--- config.mk ---
export PLATFORM = sky130hd
export DESIGN_NAME = adc_decimator
export DESIGN_NICKNAME = d
export VERILOG_FILES = /design/src/rtl/adc_decimator.sv
export SDC_FILE = /design/constraint.sdc
export NUM_CORES = 1
export LEC_CHECK = 0
export CORE_MARGIN = 8
export CORE_UTILIZATION = 25
export DETAILED_ROUTE_END_ITERATION = 8
export PLACE_DENSITY = 0.45
export SLEW_MARGIN = 20
export SYNTH_ARGS = -nofsm -noshare
export SYNTH_HDL_FRONTEND = slang
export SYNTH_SLANG_ARGS = --single-unit
--- constraint.sdc ---
create_clock -name clock -period 3.73 [get_ports clock]
set_input_delay 1.119 -clock clock [delete_from_list [all_inputs] [get_ports clock]]
set_output_delay 1.119 -clock clock [all_outputs]
set_load 0.01 [all_outputs]
--- src/rtl/adc_decimator.sv ---
// Boxcar averaging decimator: sums 2^log_window signed samples and emits their average.
// Optional build macro ROUNDING_EN selects round-half-up instead of floor on the average.
module adc_decimator #(
    parameter int DATA_PATH_WIDTH = 16,
    parameter int MAX_LOG2_WINDOW = 7
) (
    input  logic                              clock,
    input  logic                              reset,
    input  logic                              pipeline_flush,
    input  logic [1:0]                        cfg_address,
    input  logic [15:0]                       cfg_data,
    input  logic                              cfg_we,
    input  logic signed [DATA_PATH_WIDTH-1:0] data_in,
    input  logic                              in_valid,
    output logic                              in_ready,
    output logic signed [DATA_PATH_WIDTH-1:0] data_out,
    output logic                              out_valid,
    input  logic                              out_ready
);

    localparam int ACC_W = DATA_PATH_WIDTH + MAX_LOG2_WINDOW;
    localparam int LW_W  = $clog2(MAX_LOG2_WINDOW + 1);
    localparam int CNT_W = MAX_LOG2_WINDOW;

    logic [LW_W-1:0]              log_window;
    logic                         bypass;
    logic signed [ACC_W-1:0]      acc;
    logic [CNT_W-1:0]             count;

    logic                         xfer;
    logic                         cfg_write;
    logic                         count_last;
    logic                         complete;
    logic signed [ACC_W-1:0]      sum;
    logic signed [DATA_PATH_WIDTH-1:0] result;
    logic                         unused_cfg_bits;

    assign unused_cfg_bits = ^cfg_data[15:3];

    // Handshake: a sample moves when in_valid & in_ready; an output moves when
    // out_valid & out_ready. Input stalls only while an output sits unconsumed.
    assign in_ready   = ~(out_valid & ~out_ready);
    assign xfer       = in_valid & in_ready;
    assign cfg_write  = cfg_we & (cfg_address == 2'd0 || cfg_address == 2'd1);
    assign count_last = (count == CNT_W'((1 << log_window) - 1));
    // A config write in the same cycle discards the accepted sample.
    assign complete   = xfer & ~cfg_write & (bypass | count_last);
    assign sum        = acc + {{MAX_LOG2_WINDOW{data_in[DATA_PATH_WIDTH-1]}}, data_in};

`ifdef ROUNDING_EN
    logic signed [ACC_W:0] biased;
    always_comb begin
        biased = {sum[ACC_W-1], sum}
               + (ACC_W+1)'(log_window == '0 ? 0 : (1 << (log_window - 1'b1)));
        result = DATA_PATH_WIDTH'(biased >>> log_window);
    end
`else
    always_comb begin
        result = DATA_PATH_WIDTH'(sum >>> log_window);
    end
`endif

    always_ff @(posedge clock or negedge reset) begin
        if (!reset) begin
            log_window <= '0;
            bypass     <= 1'b0;
            acc        <= '0;
            count      <= '0;
            data_out   <= '0;
            out_valid  <= 1'b0;
        end else begin
            if (cfg_write) begin
                if (cfg_address == 2'd0) begin
                    if (int'(cfg_data[2:0]) > MAX_LOG2_WINDOW)
                        log_window <= LW_W'(MAX_LOG2_WINDOW);
                    else
                        log_window <= LW_W'(cfg_data[2:0]);
                end else begin
                    bypass <= cfg_data[0];
                end
            end

            if (pipeline_flush) begin
                acc       <= '0;
                count     <= '0;
                data_out  <= '0;
                out_valid <= 1'b0;
            end else begin
                if (complete) begin
                    data_out  <= bypass ? data_in : result;
                    out_valid <= 1'b1;
                end else if (out_ready) begin
                    out_valid <= 1'b0;
                end

                if (cfg_write || complete) begin
                    acc   <= '0;
                    count <= '0;
                end else if (xfer) begin
                    acc   <= sum;
                    count <= count + 1'b1;
                end
            end
        end
    end

endmodule

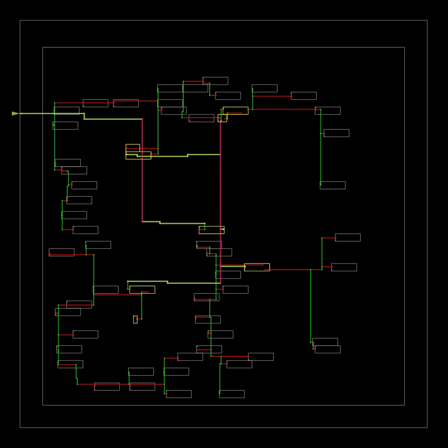
(clock wiring as the flow saved it)
Worst Clk Skew: 0.0125 ns
layout clock buffer count: 7
clk pwr: 497 µW

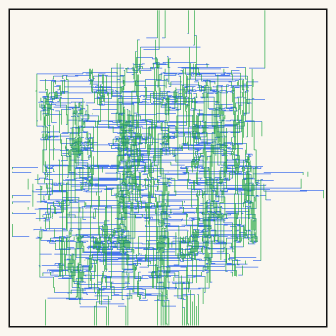
(metal layers overlaid)
Only two layers are drawn.
legend:
  blue:
    layer: met1
    wire_length: 7740 µm
  green:
    layer: met2
    wire_length: 7870 µm

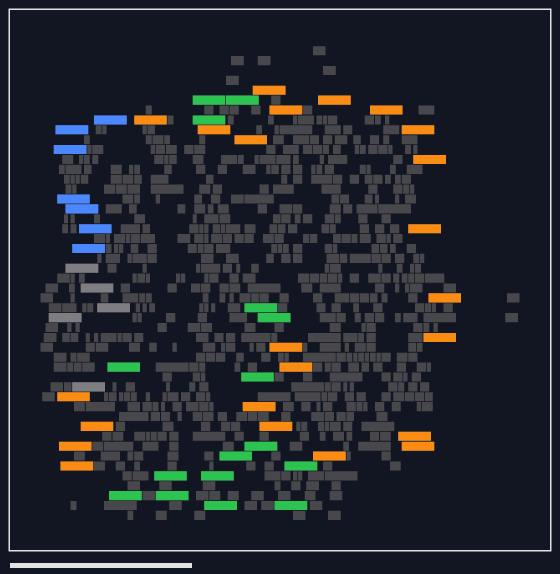
(where the registers sit)
Scale bar: 50 µm. Other sequential cells in the stronger gray, the rest of the logic in the fainter gray.
legend:
  blue:
    name_in_the_netlist: `count`
    placed_flops: 7
  green:
    name_in_the_netlist: `data_out`
    placed_flops: 16
  orange:
    name_in_the_netlist: `acc`
    placed_flops: 23
    where: widely spread
not colored: 5

==> flow_metrics.tcl <==
# metrics dict for downstream scripts
set metrics [dict create \
    grt_pass1_wl_mm 26.8 \
    antenna_found_initial 0 \
    comb.multi_input.count 432 \
    stdcell_count 910 \
    leakage_nw 2.81 \
    finalHoldViolCount 0 \
    n_tap_cell 225 \
    die_h_um 149 \
    synth_top_area_share_pct 29.1 \
    nFillCells 1752 \
    regToRegStartpoint "log_window[2]$_DFFE_PN0P_" \
    chipArea_um2 22100 \
    cts_tree "done" \
    die_w_um 149 \
    drt_iter0_drc 341 \
    status "completed" \
    worst_slew_pin_slew_ns 0.554 \
    start_kind "primary input" \
    fin_ws_ns 0.0637 \
    final_core_util_pct 37.4 \
    hold_end "acc[16]$_DFFE_PN0P_" \
    ant_nets 0 \
    aoi_share_pct 30.3 \
    yosys_warnings 0 \
]
## metal layers
metal / GRT usage (%) / up-vias / wire, µm
met5: 0 / - / 0
met4: 3.57 / 0 / 204
met3: 2.34 / 15 / 817
met2: 25.5 / 114 / 7870
met1: 20.3 / 2327 / 7740
li1: - / 2316 / -
## worst max-delay path, cell delays in order
cell and delay, ns:
dlygate4sd2_1 0.28, ha_4 0.31, a211oi_2 0.07, buf_4 0.15
o211a_1 0.24, or4_4 0.49, a21o_1 0.19, a221o_1 0.38
o22a_1 0.20, a221o_1 0.31, o211ai_1 0.12
## power breakdown
group | internal (mW) | leakage [nW] | switching, mW
Combinational | 0.562 | 2.04 | 0.582
Clock | 0.270 | 0.0741 | 0.227
Sequential | 0.592 | 0.694 | 0.0430
No activity file was given, so power comes from the tool's default toggle rates.
